`config.mk`:
```
export PLATFORM = sky130hd
export DESIGN_NAME = keypad_scan
export DESIGN_NICKNAME = d
export VERILOG_FILES = /design/src/rtl/keypad_scan.sv
export SDC_FILE = /design/constraint.sdc
export NUM_CORES = 1
export LEC_CHECK = 0
export ABC_AREA = 1
export CAP_MARGIN = 20
export CORE_ASPECT_RATIO = 0.9
export CORE_UTILIZATION = 56
export CTS_BUF_LIST = sky130_fd_sc_hd__clkbuf_16
export DETAILED_ROUTE_END_ITERATION = 8
export PLACE_DENSITY = 0.78
export SLEW_MARGIN = 20
export SYNTH_ARGS = -nofsm -noshare
export SYNTH_HDL_FRONTEND = slang
export SYNTH_SLANG_ARGS = --single-unit
```
`constraint.sdc`:
```
create_clock -name clk -period 1.61 [get_ports clk]
set_input_delay 0.161 -clock clk [delete_from_list [all_inputs] [get_ports clk]]
set_output_delay 0.161 -clock clk [all_outputs]
set_load 0.01 [all_outputs]
```
`src/rtl/keypad_scan.sv`:
```
// keypad_scan: 4x4 matrix keypad scanner.
// Drives one row low at a time on each prescaler tick and samples the
// synchronized column lines. Presses and releases are debounced over
// DEBOUNCE_SCANS ticks. Each accepted key is reported as code = row*4 + col
// with a one-clk key_valid strobe.
// Optional feature: define KEY_REPEAT_EN to enable auto-repeat of key_valid
// while a key is held. The first repeat comes REPEAT_DELAY ticks after
// acceptance, and later repeats come every REPEAT_RATE ticks.
module keypad_scan #(
  parameter int SCAN_DIV_W     = 13,
  parameter int DEBOUNCE_SCANS = 4,
  parameter int REPEAT_DELAY   = 32,
  parameter int REPEAT_RATE    = 8
) (
  input  logic       clk,
  input  logic       rst,
  input  logic [3:0] col_in,
  output logic [3:0] row_out,
  output logic [3:0] key_code,
  output logic       key_valid,
  output logic       key_down
);

  typedef enum logic [1:0] {
    SCAN     = 2'd0,
    DEBOUNCE = 2'd1,
    HELD     = 2'd2
  } state_t;

  localparam logic [3:0]  DS_LIM  = 4'(DEBOUNCE_SCANS);
  localparam logic [15:0] RPT_DLY = 16'(REPEAT_DELAY);
  localparam logic [15:0] RPT_RLD = 16'(REPEAT_DELAY - REPEAT_RATE);

`ifdef KEY_REPEAT_EN
  localparam logic REPEAT_ON = 1'b1;
`else
  localparam logic REPEAT_ON = 1'b0;
`endif

  // Lowest-index low column wins when several columns are pulled low.
  function automatic logic [1:0] first_low(input logic [3:0] v);
    logic [1:0] idx;
    idx = 2'd0;
    if (!v[0]) begin
      idx = 2'd0;
    end else if (!v[1]) begin
      idx = 2'd1;
    end else if (!v[2]) begin
      idx = 2'd2;
    end else begin
      idx = 2'd3;
    end
    return idx;
  endfunction

  // Row index of the single low bit in a row drive pattern.
  function automatic logic [1:0] row_index(input logic [3:0] r);
    logic [1:0] idx;
    case (r)
      4'b1110: idx = 2'd0;
      4'b1101: idx = 2'd1;
      4'b1011: idx = 2'd2;
      4'b0111: idx = 2'd3;
      default: idx = 2'd0;
    endcase
    return idx;
  endfunction

  // Advance to the next row, wrapping from row 3 back to row 0.
  function automatic logic [3:0] rotate_row(input logic [3:0] r);
    return {r[2:0], r[3]};
  endfunction

  logic [3:0]            sync_a_r;
  logic [3:0]            cs_r;
  logic [SCAN_DIV_W-1:0] div_r;
  logic                  tick_s;

  state_t      state_r, state_s;
  logic [3:0]  cnt_r, cnt_s;
  logic [3:0]  row_r, row_s;
  logic [1:0]  col_r, col_s;
  logic [3:0]  code_r, code_s;
  logic        valid_r, valid_s;
  logic        down_r, down_s;
  logic [15:0] rep_r, rep_s;
  logic        rep_hit_s;

  logic        hit_s;
  logic [1:0]  dec_col_s;

  assign hit_s     = ~(&cs_r);
  assign dec_col_s = first_low(cs_r);
  assign tick_s    = &div_r;

  assign row_out   = row_r;
  assign key_code  = code_r;
  assign key_valid = valid_r;
  assign key_down  = down_r;

  // Two-flop synchronizer for the asynchronous column inputs.
  always_ff @(posedge clk or posedge rst) begin
    if (rst) begin
      sync_a_r <= 4'b1111;
      cs_r     <= 4'b1111;
    end else begin
      sync_a_r <= col_in;
      cs_r     <= sync_a_r;
    end
  end

  // Free-running prescaler; it wraps naturally after reaching all-ones.
  always_ff @(posedge clk or posedge rst) begin
    if (rst) begin
      div_r <= '0;
    end else begin
      div_r <= div_r + {{(SCAN_DIV_W-1){1'b0}}, 1'b1};
    end
  end

  // State register and registered outputs of the scan FSM.
  always_ff @(posedge clk or posedge rst) begin
    if (rst) begin
      state_r <= SCAN;
      cnt_r   <= 4'd0;
      row_r   <= 4'b1110;
      col_r   <= 2'd0;
      code_r  <= 4'd0;
      valid_r <= 1'b0;
      down_r  <= 1'b0;
      rep_r   <= 16'd0;
    end else begin
      state_r <= state_s;
      cnt_r   <= cnt_s;
      row_r   <= row_s;
      col_r   <= col_s;
      code_r  <= code_s;
      valid_r <= valid_s;
      down_r  <= down_s;
      rep_r   <= rep_s;
    end
  end

  // Next-state logic; every FSM action happens on tick cycles only.
  always_comb begin
    state_s   = state_r;
    cnt_s     = cnt_r;
    row_s     = row_r;
    col_s     = col_r;
    code_s    = code_r;
    valid_s   = 1'b0;
    down_s    = down_r;
    rep_s     = rep_r;
    rep_hit_s = 1'b0;
    if (tick_s) begin
      case (state_r)
        SCAN: begin
          if (hit_s) begin
            col_s = dec_col_s;
            if (DS_LIM == 4'd1) begin
              // A single-sample debounce accepts on the capture tick.
              code_s  = {row_index(row_r), dec_col_s};
              valid_s = 1'b1;
              down_s  = 1'b1;
              cnt_s   = 4'd0;
              rep_s   = 16'd0;
              state_s = HELD;
            end else begin
              cnt_s   = 4'd1;
              state_s = DEBOUNCE;
            end
          end else begin
            row_s = rotate_row(row_r);
          end
        end
        DEBOUNCE: begin
          if (hit_s && (dec_col_s == col_r)) begin
            if ((cnt_r + 4'd1) == DS_LIM) begin
              code_s  = {row_index(row_r), col_r};
              valid_s = 1'b1;
              down_s  = 1'b1;
              cnt_s   = 4'd0;
              rep_s   = 16'd0;
              state_s = HELD;
            end else begin
              cnt_s = cnt_r + 4'd1;
            end
          end else begin
            // A bounce or a column change aborts the attempt.
            cnt_s   = 4'd0;
            row_s   = rotate_row(row_r);
            state_s = SCAN;
          end
        end
        HELD: begin
          if (hit_s) begin
            cnt_s = 4'd0;
            if ((rep_r + 16'd1) == RPT_DLY) begin
              rep_hit_s = 1'b1;
              rep_s     = RPT_RLD;
            end else begin
              rep_s = rep_r + 16'd1;
            end
          end else begin
            rep_s = 16'd0;
            if ((cnt_r + 4'd1) == DS_LIM) begin
              // key_code keeps the last accepted key after release.
              down_s  = 1'b0;
              cnt_s   = 4'd0;
              row_s   = rotate_row(row_r);
              state_s = SCAN;
            end else begin
              cnt_s = cnt_r + 4'd1;
            end
          end
        end
        default: begin
          state_s = SCAN;
          cnt_s   = 4'd0;
          row_s   = 4'b1110;
          down_s  = 1'b0;
          rep_s   = 16'd0;
        end
      endcase
    end else begin
      valid_s = 1'b0;
    end
    valid_s = valid_s | (REPEAT_ON & rep_hit_s);
  end

endmodule

```
Fig. 1: run 1, track usage over the die
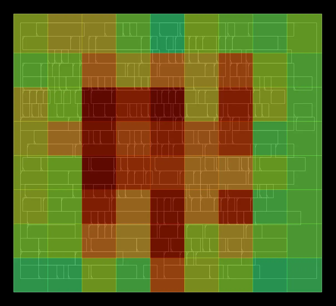
post-layout util: 79.5%
most used routing layer: met2
wire per inst: 15.3 µm

Fig. 2: run 1, routed metal, one colour a layer
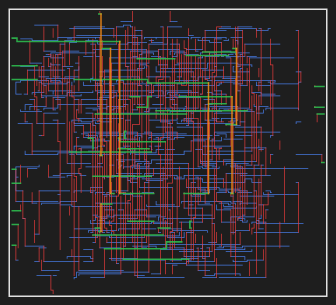
Key: green = met3 [wire length 269 µm]; orange = met4 [wire length 148 µm]; red = met2 [wire length 2220 µm]; blue = met1 [wire length 1840 µm]

Fig. 3: run 1, the metal 2 layer
Cells faint in the background.
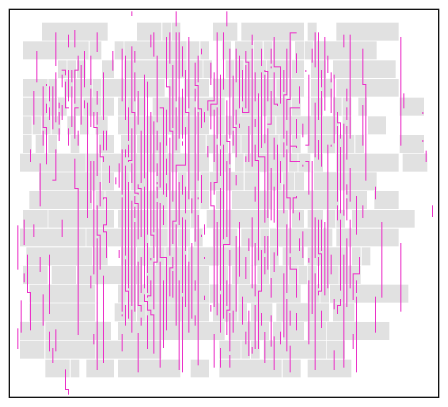
The layer carries 2220 µm of wire. The layer holds 50% of the routed length. 225 nets have wire on it.

Fig. 4: run 1, clock wires, drivers and flops
Scale bar: 20 µm.
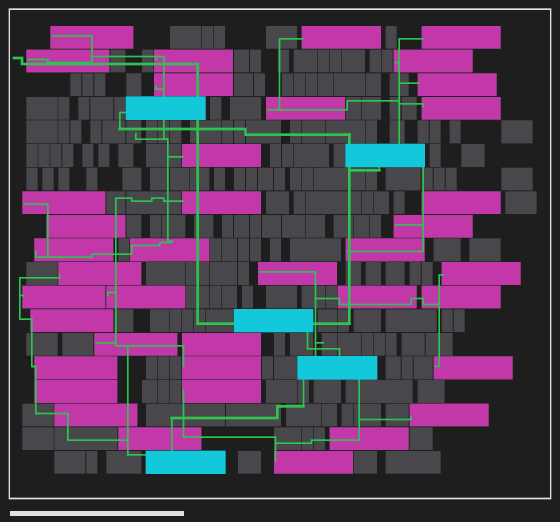
Key: magenta = flip-flops [count 39]; cyan = cells driving clock nets [count 5]; green = clock wires [length 517 µm]
Position of the flops: spread over the die. There are 6 routed clock nets.

==> flow_metrics.tcl, run 1 <==
# implementation run metrics
set metrics [dict create \
    status "finished, violations left" \
    violations "setup timing" \
    grt_max_degree 40 \
    largest_reg_flops 13 \
    drtPass1Iterations 5 \
    reg2reg_slack_ns -0.04 \
    layout-drive-gt1-share_pct 28.3 \
    rsz0062_at_grt "yes" \
    grt_pass1_wl_um 6420 \
    combinationalPower_mw 0.0530 \
    dpl_cell_area_mm2 0.00211 \
    synthAdderAreaFrac_pct 1.37 \
    switchingPower_mw 0.421 \
    routed_wl_um 4480 \
    start_kind "flop" \
    yosysMostFrequentCell "nand2_1" \
    final_antenna_net_count 0 \
    cap_violations 0 \
    slowest_stage "dfrtp_1" \
    path_cells "ha_4 > nand3_4 > nor2_4 > nand2_2 > nor2_4 > nand2_1 > nand2_1 > o21ai_0" \
    place.gp.congestion 0.835 \
    cts.htree.levels 2 \
    regArea_um2 990 \
    pre_cts_ws_ns -0.0466 \
    crit_start "div_r[1]" \
    clock_sinks 39 \
    die_w_um 62.2 \
    final_nets 258 \
    ir_drop_uv 705 \
    finalNonFillerCells 293 \
    synth_top_area_share_pct 38.3 \
    place_inst 275 \
    yosys_warnings 0 \
    fin_ws_ns -0.0443 \
    maxSlewViolCount 0 \
    postCtsSetupBuffers 0 \
    n_all_inverters 28 \
    powerSeq_mw 1.00 \
    r2r_end "col_r[1]" \
    cp.depth 8 \
    final.setup.tns_ns -0.0824 \
    clkbuf_count 5 \
    hold_viol_final 0 \
    leakage_nw 1.20 \
    dp_hpwl_um 2640 \
    edf_count 0 \
    mostFrequentLayoutCell "nand2_1" \
    setup_viol 2 \
    slew_headroom_pct 80.5 \
    synthTopCellsByCount "68 x nand2_1, 28 x dfrtp_1, 23 x inv_1" \
    layout_top_cells "63 x nand2_1, 28 x dfrtp_1, 23 x inv_1, 17 x buf_4, 14 x clkdlybuf4s50_1" \
    cts_root_buf "clkbuf_16" \
    gr-total-overflow 0 \
    final.min_clock_period_ns 1.65 \
    ys_chip_area_mm2 0.00183 \
    power_density_mw_per_mm2 816 \
    gr-usage-met2_pct 39.9 \
    use_met1_pct 30.1 \
    wl_met2_um 2220 \
    io_buffer_count 15 \
    area_leaders "dfrtp_1 38%, dfstp_2 16%, nand2_1 14%, inv_1 4.7%, nand3_1 3.6%" \
    p_seq_share_pct 50.1 \
    ys_seq_share_pct 54.1 \
    use_met3_pct 6.15 \
    endpoint "col_r[1]" \
    first_iter_violations 71 \
    synthArstFlopShare_pct 100 \
    cp.required_ns 1.75 \
    yosys.cell_types.count 23 \
    synthAoiAreaFrac_pct 4.38 \
    worst_slew_pin_slew_ns 0.291 \
    clkCellAreaFrac_pct 5.70 \
    syn_to_final_growth_pct 34.4 \
    drt-met1-wl_um 1840 \
    num_antenna_cells 0 \
    comb-cell-share_pct 34.8 \
    crit_family "simple AND/OR/NAND/NOR gates" \
    routed.top_layer "met4" \
    boundaryPins 16 \
    crit_path_end_kind "flop" \
    synth_area_mm2 0.00183 \
    xor_area_share_pct 4.31 \
    syn-num-nets 217 \
    regMostFlops "div_r" \
    seq_share_pct 40.3 \
    fp_util_pct 59.1 \
    wl_met3_um 269 \
    logic_gate_count 142 \
    route.detailed.drc 0 \
    ctsHoldBuffers 0 \
    path_buffers 0 \
    dominant-cell-class "registers" \
    postLayoutCellArea_mm2 0.00246 \
    fmax_mhz 605 \
    yosys_cells 209 \
    whs_ns 0.231 \
    p_int_mw 1.58 \
    core-area_mm2 0.00309 \
    cts_inserted_buffers 5 \
    fillers 192 \
    maxPowerGroup "sequential cells" \
    top_area_cell "dfrtp_1" \
    logic_family "simple AND/OR/NAND/NOR gates" \
    seq_cell_count 39 \
    ys_sh_simple_pct 30.0 \
]
==> run 1 -> run 2 <==
GPL_TIMING_DRIVEN = 0   (was unset)
Fig. 5: run 2, met3 routing
Scale bar: 20 µm. Cells faint in the background.
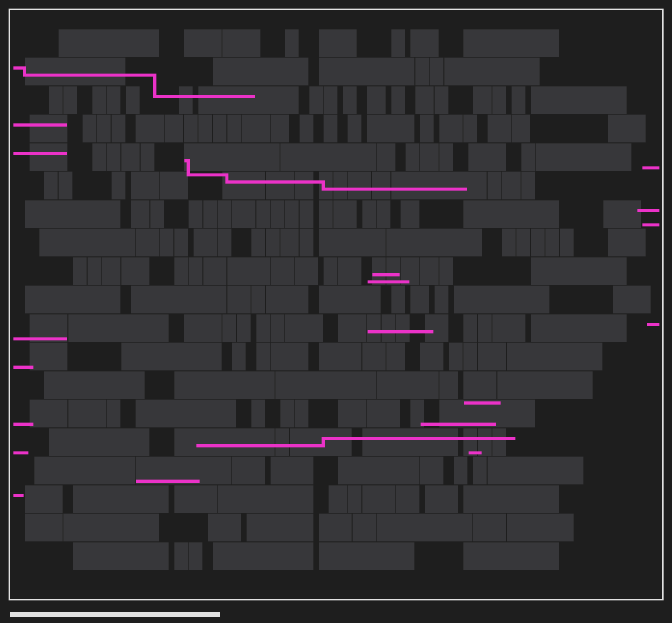
19 nets have wire on it. The longest straight run is 18.2 µm. The wires run mostly horizontal. The layer carries 139 µm of wire.

==> run 2 against run 1 <==
The flow now finishes without violations. Sequential share of layout area up 2.0 points. Utilization shrank 3.6 points. Synthesized cell count is the same. Clock skew up 0.0025 ns. Via count is 9.1% lower.
==> flow_metrics.tcl, run 2 <==
# implementation run metrics
set metrics [dict create \
    fillers 212 \
    hold_viol_final 0 \
    first_iter_violations 66 \
    crit_start "row_out[3]" \
    maxSlewViolCount 0 \
    logic_gate_count 142 \
    power_density_mw_per_mm2 845 \
    finalNonFillerCells 281 \
    regMostFlops "div_r" \
    crit_path_end_kind "primary output" \
    regArea_um2 992 \
    setup_viol 0 \
    yosys_cells 209 \
    p_int_mw 1.58 \
    combinationalPower_mw 0.0448 \
    dpl_cell_area_mm2 0.00203 \
    final.setup.tns_ns 0 \
    largest_reg_flops 13 \
    synth_area_mm2 0.00183 \
    top_area_cell "dfrtp_1" \
    die_w_um 62.2 \
    rsz0062_at_grt "yes" \
    pre_cts_ws_ns -0.0765 \
    comb-cell-share_pct 36.3 \
    synthArstFlopShare_pct 100 \
    switchingPower_mw 0.407 \
    fin_ws_ns 0.0592 \
    dominant-cell-class "registers" \
    layout_top_cells "62 x nand2_1, 26 x dfrtp_1, 21 x inv_1, 15 x clkdlybuf4s50_1" \
    edf_count 0 \
    final_nets 246 \
    syn_to_final_growth_pct 28.4 \
    slowest_stage "dfstp_2" \
    p_seq_share_pct 50.6 \
    wl_met2_um 1490 \
    synthAdderAreaFrac_pct 1.37 \
    seq_cell_count 39 \
    status "finished clean" \
    cts_inserted_buffers 5 \
    crit_family "flip-flops" \
    ys_sh_simple_pct 30.0 \
    io_buffer_count 15 \
    drt-met1-wl_um 1720 \
    layout-drive-gt1-share_pct 25.5 \
    cts_root_buf "clkbuf_16" \
    cts.htree.levels 2 \
    synth_top_area_share_pct 38.3 \
    syn-num-nets 217 \
    logic_family "simple AND/OR/NAND/NOR gates" \
    cap_violations 0 \
    fp_util_pct 59.1 \
    place_inst 266 \
    path_buffers 1 \
    grt_max_degree 40 \
    clkCellAreaFrac_pct 5.97 \
    whs_ns 0.281 \
    endpoint "row_out[3]" \
    ys_chip_area_mm2 0.00183 \
    leakage_nw 1.10 \
    yosys.cell_types.count 23 \
    ys_seq_share_pct 54.1 \
    routed_wl_um 3340 \
    mostFrequentLayoutCell "nand2_1" \
    drtPass1Iterations 4 \
    num_antenna_cells 0 \
    use_met3_pct 7.58 \
    n_all_inverters 28 \
    cp.required_ns 1.45 \
    routed.top_layer "met4" \
    final_antenna_net_count 0 \
    cp.depth 1 \
    r2r_end "row_out[0]" \
    synthTopCellsByCount "68 x nand2_1, 28 x dfrtp_1, 23 x inv_1" \
    boundaryPins 16 \
    place.gp.congestion 0.818 \
    worst_slew_pin_slew_ns 0.767 \
    slew_headroom_pct 48.8 \
    r2r_start "div_r[1]" \
    seq_share_pct 42.3 \
    yosys_warnings 0 \
    fmax_mhz 645 \
]
Fig. 6: run 2, track usage over the die
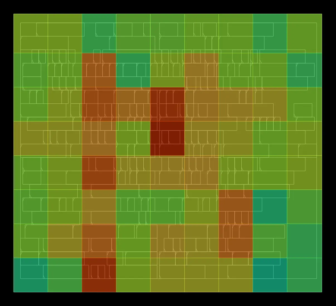
all-layer global routing usage: 21.3%
post-layout util: 76.0%
wire per inst: 11.9 µm
GRT met2 Usage: 30.3%

==> run 2 -> run 3 <==
TNS_END_PERCENT = 20   (was unset)
Fig. 7: run 3, met3 routing
Scale bar: 20 µm. Cells faint in the background.
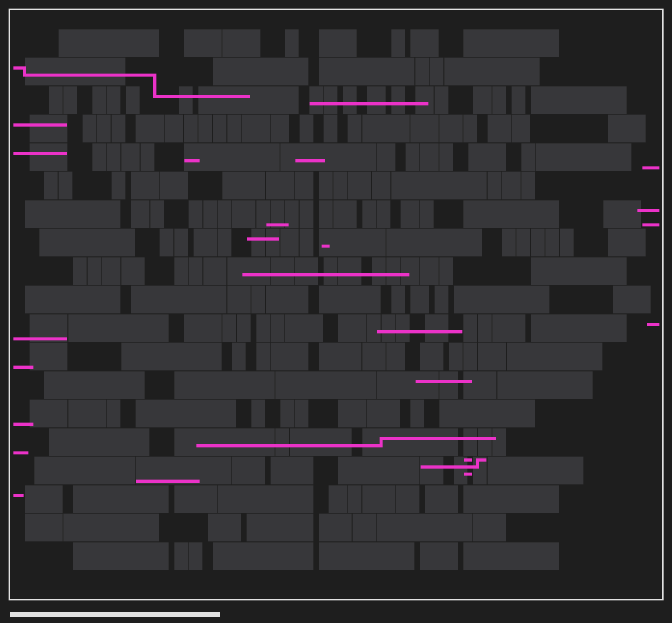
22 nets have wire on it. The layer holds 4.2% of the routed length.

==> run 3 against run 2 <==
Synthesized cell count is the same. Combinational power about the same. Critical path depth is the same. Utilization decreased by 0.24 points. Sequential power about the same. Cell count did not move. Worst hold slack gained 0.00055 ns. Via count decreased by 1.7%. Non-clock buffer count stayed put. Register-to-register slack is essentially flat. Cell area shrank 0.32%. Worst setup slack improved by 0.0033 ns. Largest power group unchanged. Highest routed layer unchanged.
==> flow_metrics.tcl, run 3 <==
# implementation run metrics
set metrics [dict create \
    status "finished clean" \
    ctsHoldBuffers 0 \
    r2r_end "key_code[3]" \
    route.detailed.drc 0 \
    logic_family "simple AND/OR/NAND/NOR gates" \
    setup_viol 0 \
    syn-num-nets 217 \
    routed_wl_um 3310 \
    postLayoutCellArea_mm2 0.00234 \
    clkCellAreaFrac_pct 5.99 \
    cp.depth 1 \
    endpoint "row_out[3]" \
    place_inst 266 \
    wl_met2_um 1470 \
    p_int_mw 1.58 \
    use_met1_pct 29.6 \
    maxSlewViolCount 0 \
    rsz0062_at_grt "yes" \
    grt_busiest_layer "met2" \
    reg2reg_slack_ns 0.07 \
    mostFrequentLayoutCell "nand2_1" \
    grt_pass1_wl_um 5560 \
    combinationalPower_mw 0.0447 \
    crit_start "row_out[3]" \
    p_seq_share_pct 50.5 \
    cp.required_ns 1.45 \
    worst_slew_pin_slew_ns 0.762 \
    final.setup.tns_ns 0 \
    comb-cell-share_pct 36.1 \
    ir_drop_uv 801 \
    fillers 213 \
    boundaryPins 16 \
    power_density_mw_per_mm2 848 \
    finalNonFillerCells 281 \
    hold_viol_final 0 \
    dominant-cell-class "registers" \
    use_met3_pct 7.58 \
    place.gp.congestion 0.818 \
    drtPass1Iterations 4 \
    synthAdderAreaFrac_pct 1.37 \
    maxPowerGroup "sequential cells" \
    synth_area_mm2 0.00183 \
    wire_per_inst_um 11.8 \
    slowest_stage "dfstp_2" \
    drt-met1-wl_um 1660 \
    final_core_util_pct 75.7 \
    seq_cell_count 39 \
    crit_family "flip-flops" \
    layout_top_cells "62 x nand2_1, 26 x dfrtp_1, 20 x inv_1, 15 x clkdlybuf4s50_1" \
    postCtsSetupBuffers 0 \
    first_iter_violations 89 \
    powerSeq_mw 1.00 \
    io_buffer_count 15 \
    die_w_um 62.2 \
    crit_path_end_kind "primary output" \
    cts.htree.levels 2 \
    cap_violations 0 \
    syn_to_final_growth_pct 28.0 \
    fin_ws_ns 0.0625 \
    leakage_nw 1.10 \
]
Fig. 8: run 3, the metal 2 layer
Cells faint in the background.
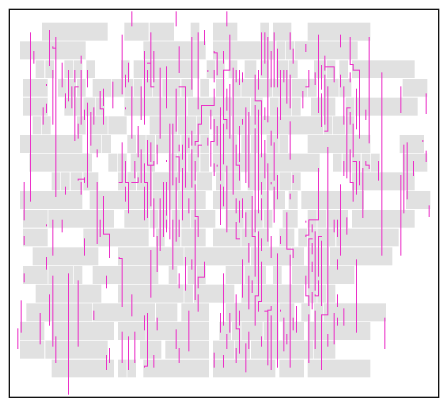
The layer holds 44% of the routed length. The layer carries 1470 µm of wire. The wires run mostly vertical. 192 nets have wire on it.

Power and IR drop assume default switching activity.
